Fig. 1: met1 routing
Supply wires on this layer in grey.
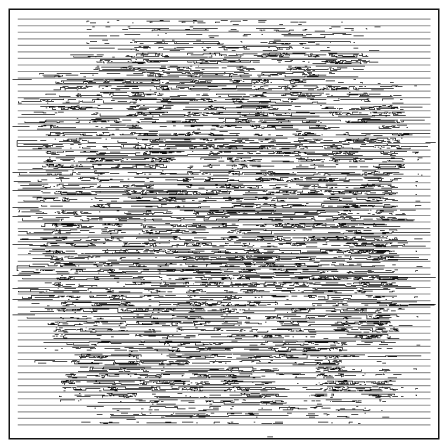
Fig. 2: the metal 2 layer
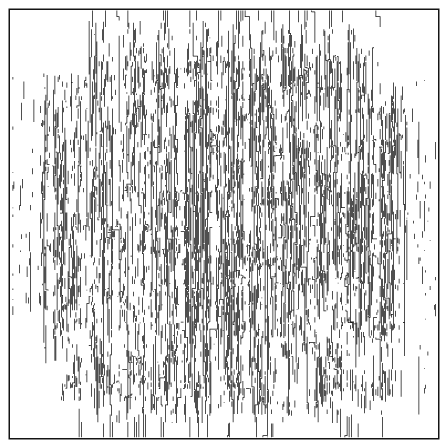
Fig. 3: signal wires on met3
Scale bar: 50 microns.
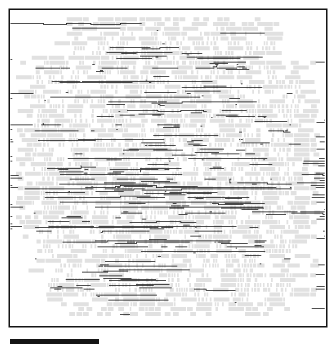
<file path="src/rtl/systolic_skew_feeder.sv">
// systolic_skew_feeder: buffers one NxN A (rows) and B (columns) and streams them diagonally skewed into a MAC array.
// Optional macro FEEDER_JOB_CNT_EN adds a 16-bit wrapping completed-job counter output job_count.
module systolic_skew_feeder #(
    parameter  int unsigned N     = 4,
    parameter  int unsigned DW    = 8,
    parameter  int unsigned FLUSH = 2,
    localparam int unsigned IW    = (N > 1) ? $clog2(N) : 1
) (
    input  logic            CLK,
    input  logic            RSTN,
    input  logic            ld_valid,
    output logic            ld_ready,
    input  logic            ld_sel,
    input  logic [IW-1:0]   ld_idx,
    input  logic [N*DW-1:0] ld_data,
    input  logic            start,
    output logic            busy,
    output logic [N*DW-1:0] d_row,
    output logic [N*DW-1:0] w_col,
    output logic            enable,
    output logic            update_ready,
    output logic            done,
    output logic            res_capture
`ifdef FEEDER_JOB_CNT_EN
    ,
    output logic [15:0]     job_count
`endif
);

    localparam int unsigned STREAM_LEN = 3 * N - 2;
    localparam int unsigned CW         = $clog2(STREAM_LEN + FLUSH + 1);

    typedef enum logic [2:0] {
        S_IDLE,
        S_STREAM,
        S_FLUSH,
        S_CAPTURE,
        S_DONE
    } state_t;

    typedef logic [N-1:0][DW-1:0] lanes_t;

    state_t                       state_q, state_d;
    logic [CW-1:0]                cnt_q, cnt_d;
    logic [N-1:0][N-1:0][DW-1:0]  a_q, a_nxt;   // a[row][col]
    logic [N-1:0][N-1:0][DW-1:0]  b_q, b_nxt;   // b[row][col]
    lanes_t                       ld_lanes;
    lanes_t                       d_lanes, w_lanes;
    logic                         wr_en;
    logic                         ld_ready_d, busy_d, enable_d, update_ready_d, done_d, res_capture_d;

    assign ld_lanes = ld_data;
    assign wr_en    = (state_q == S_IDLE) && ld_valid && (32'(ld_idx) < N);

    // Buffer write view; the lane decode reads it so a load on the start edge is streamed at once.
    always_comb begin : buf_write
        a_nxt = a_q;
        b_nxt = b_q;
        if (wr_en) begin
            if (!ld_sel) begin
                a_nxt[ld_idx] = ld_lanes;
            end else begin
                for (int k = 0; k < int'(N); k++) begin
                    b_nxt[k][ld_idx] = ld_lanes[k];
                end
            end
        end
    end

    always_ff @(posedge CLK or negedge RSTN) begin : buf_reg
        if (!RSTN) begin
            a_q <= '0;
            b_q <= '0;
        end else begin
            a_q <= a_nxt;
            b_q <= b_nxt;
        end
    end

    always_ff @(posedge CLK or negedge RSTN) begin : state_reg
        if (!RSTN) begin
            state_q <= S_IDLE;
            cnt_q   <= '0;
        end else begin
            state_q <= state_d;
            cnt_q   <= cnt_d;
        end
    end

    // Next state; the phase counter restarts at zero on every state entry.
    always_comb begin : next_state
        state_d = state_q;
        cnt_d   = cnt_q + CW'(1);
        case (state_q)
            S_IDLE: begin
                cnt_d = '0;
                if (start) begin
                    state_d = S_STREAM;
                end
            end
            S_STREAM: begin
                if (cnt_q == CW'(STREAM_LEN - 1)) begin
                    state_d = (FLUSH == 0) ? S_CAPTURE : S_FLUSH;
                    cnt_d   = '0;
                end
            end
            S_FLUSH: begin
                if (cnt_q == CW'(FLUSH - 1)) begin
                    state_d = S_CAPTURE;
                    cnt_d   = '0;
                end
            end
            S_CAPTURE: begin
                state_d = S_DONE;
                cnt_d   = '0;
            end
            S_DONE: begin
                state_d = S_IDLE;
                cnt_d   = '0;
            end
            default: begin
                state_d = S_IDLE;
                cnt_d   = '0;
            end
        endcase
    end

    // Output decode from the upcoming state so registered outputs line up with the state they describe.
    always_comb begin : out_decode
        int t;
        t              = int'(cnt_d);
        ld_ready_d     = 1'b0;
        busy_d         = (state_d != S_IDLE);
        enable_d       = 1'b0;
        update_ready_d = 1'b0;
        done_d         = 1'b0;
        res_capture_d  = 1'b0;
        d_lanes        = '0;
        w_lanes        = '0;
        case (state_d)
            S_IDLE: begin
                ld_ready_d = 1'b1;
                enable_d   = 1'b1;
            end
            S_STREAM: begin
                enable_d       = 1'b1;
                update_ready_d = 1'b1;
                for (int i = 0; i < int'(N); i++) begin
                    if (t >= i && (t - i) < int'(N)) begin
                        d_lanes[i] = a_nxt[i][IW'(t - i)];
                        w_lanes[i] = b_nxt[IW'(t - i)][i];
                    end
                end
            end
            S_FLUSH: begin
                enable_d       = 1'b1;
                update_ready_d = 1'b1;
            end
            S_CAPTURE: begin
                update_ready_d = 1'b1;
                res_capture_d  = 1'b1;
            end
            S_DONE: begin
                enable_d = 1'b1;
                done_d   = 1'b1;
            end
            default: begin
                busy_d = 1'b0;
            end
        endcase
    end

    always_ff @(posedge CLK or negedge RSTN) begin : out_reg
        if (!RSTN) begin
            ld_ready     <= 1'b0;
            busy         <= 1'b0;
            enable       <= 1'b0;
            update_ready <= 1'b0;
            done         <= 1'b0;
            res_capture  <= 1'b0;
            d_row        <= '0;
            w_col        <= '0;
        end else begin
            ld_ready     <= ld_ready_d;
            busy         <= busy_d;
            enable       <= enable_d;
            update_ready <= update_ready_d;
            done         <= done_d;
            res_capture  <= res_capture_d;
            d_row        <= d_lanes;
            w_col        <= w_lanes;
        end
    end

`ifdef FEEDER_JOB_CNT_EN
    // Counts DONE cycles; wraps naturally at 16 bits.
    always_ff @(posedge CLK or negedge RSTN) begin : job_cnt_reg
        if (!RSTN) begin
            job_count <= '0;
        end else if (state_q == S_DONE) begin
            job_count <= job_count + 16'd1;
        end
    end
`endif

endmodule

</file>
<file path="config.mk">
export PLATFORM = sky130hd
export DESIGN_NAME = systolic_skew_feeder
export DESIGN_NICKNAME = d
export VERILOG_FILES = /design/src/rtl/systolic_skew_feeder.sv
export SDC_FILE = /design/constraint.sdc
export NUM_CORES = 1
export LEC_CHECK = 0
export ABC_AREA = 1
export CAP_MARGIN = 20
export CORE_MARGIN = 3
export CORE_UTILIZATION = 50
export CTS_BUF_LIST = sky130_fd_sc_hd__clkbuf_4 sky130_fd_sc_hd__clkbuf_8
export DETAILED_ROUTE_END_ITERATION = 6
export HOLD_SLACK_MARGIN = 0.1
export PLACE_DENSITY = 0.66
export SLEW_MARGIN = 5
export SYNTH_ARGS = -nofsm -noshare
export SYNTH_HDL_FRONTEND = slang
export SYNTH_SLANG_ARGS = --single-unit
</file>
<file path="constraint.sdc">
create_clock -name CLK -period 7.2 [get_ports CLK]
set_input_delay 1.44 -clock CLK [delete_from_list [all_inputs] [get_ports CLK]]
set_output_delay 1.44 -clock CLK [all_outputs]
set_load 0.02 [all_outputs]
</file>
==> flow_metrics.env <==
# yosys + openroad results
export IMPL_drv_cap=0
export IMPL_finalCritPeriodShare_pct=52.30
export IMPL_status="complete, no violations"
export IMPL_regToRegSetupSlack_ns=3.43
export IMPL_coreArea_sq_um=28940
export IMPL_warnings=37
export IMPL_grt_pass1_wl_mm=66.85
export IMPL_synth_most_common_cell="nand2_1"
export IMPL_critPathMaxFanout=43
export IMPL_logic_family="simple AND/OR/NAND/NOR gates"
export IMPL_clock_sinks=333
export IMPL_post_cts_setup_buffers=0
export IMPL_r2r_start="cnt_q[1]$_DFF_PN0_"
export IMPL_finalSetupTns_ns=0
export IMPL_wl_met2_mm=18.97
export IMPL_crit_start="cnt_q[1]$_DFF_PN0_"
export IMPL_p_sw_share_pct=43.55
export IMPL_hold_class="flip-flop to flip-flop"
export IMPL_comb_area_sq_um=5537
export IMPL_fmax_mhz=265.6
export IMPL_die_x_microns=177.9
export IMPL_yosys_warnings=0
export IMPL_antenna_left=0
export IMPL_rsz0062_at_grt="no"
export IMPL_p_int_mw=5.046
export IMPL_comb_area_share_pct=32.14
export IMPL_setup_viol=0
export IMPL_synth_top_area_share_pct=56.41
export IMPL_busiest_layer="met2"
export IMPL_ys_sh_aoi_pct=10.62
export IMPL_ys_types=28
export IMPL_cp_depth=14
export IMPL_n_all_inverters=114
export IMPL_seqPwrFrac_pct=32.1
export IMPL_start_kind="flip-flop"
export IMPL_path_delay_family="buffers and inverters"
export IMPL_layout_nets=1916
export IMPL_routabilityCongestion=0.8221
export IMPL_fin_util_pct=59.54
export IMPL_flop_area_sq_um=8333
export IMPL_crit_required_ns=7.71
export IMPL_ctsHtreeMaxLevel=2
export IMPL_crit_end="d_row[10]$_DFF_PN0_"
export IMPL_cts_tree="yes"
export IMPL_largest_cell_class="sequential cells"
export IMPL_edf_count=0
export IMPL_power_density_nw_per_um2=518.7
## Picture notes: Fig. 1
The layer holds 43% of the routed length. The wires run mostly horizontal. The longest straight run is 65.3 microns. 1758 nets have wire on it.

## Picture notes: Fig. 2
The layer carries 19000 microns of wire. The wires run mostly vertical. 1390 nets have wire on it. The longest straight run is 116 microns.
total number of vias: 12310
final WL: 43.66 mm
met2 global-route usage: 40.81%

## Picture notes: Fig. 3
The layer carries 4240 microns of wire. The layer holds 9.7% of the routed length. 164 nets have wire on it. The wires run mostly horizontal. The longest straight run is 107 microns.
met3 Usage GRT: 6.953%

-- per-stage QoR --
stage / instances / total power [mW] / area [sq um] / hold slack (ns)
after global placement: 2192 / 7.088 / 15980 / 0.4743
final: 2294 / 8.938 / 17230 / 0.4921
after floorplan: 1795 / 5.925 / 14770 / 0.4586
after detailed placement: 2192 / 7.152 / 15980 / 0.4806
after global routing: 2293 / 9.635 / 17230 / 0.5061
after CTS: 2290 / 8.938 / 17170 / 0.4937
-- registers in the layout, summed over array words and instances (netlist names) --
register and count:
a_q 128, b_q 128, d_row 32, w_col 32
cnt_q 4, state_q 3, busy 1, done 1
enable 1, ld_ready 1, res_capture 1, update_ready 1
-- worst min-delay path by stage --
| stage | startpoint | end | cells after the start |
|---|---|---|---|
| 2_1_floorplan | a_q[43]$_DFF_PN0_ | a_q[43]$_DFF_PN0_ | 2 |
| 3_3_place_gp | a_q[40]$_DFF_PN0_ | a_q[40]$_DFF_PN0_ | 2 |
| 3_5_place_dp | a_q[40]$_DFF_PN0_ | a_q[40]$_DFF_PN0_ | 2 |
| 4_1_cts | a_q[40]$_DFF_PN0_ | a_q[40]$_DFF_PN0_ | 2 |
| 5_1_grt | a_q[85]$_DFF_PN0_ | a_q[85]$_DFF_PN0_ | 2 |
| 6_report | a_q[72]$_DFF_PN0_ | a_q[72]$_DFF_PN0_ | 2 |
-- power groups by stage --
| stage | clock network (mW) | registers, mW | logic (mW) |
|---|---|---|---|
| after floorplan | 0 | 2.96 | 2.97 |
| after global placement | 0 | 2.87 | 4.21 |
| after detailed placement | 0 | 2.90 | 4.26 |
| after CTS | 1.79 | 2.87 | 4.28 |
| after global routing | 1.88 | 2.93 | 4.83 |
| final | 1.77 | 2.87 | 4.30 |
Power is estimated from default activity; no workload was simulated.
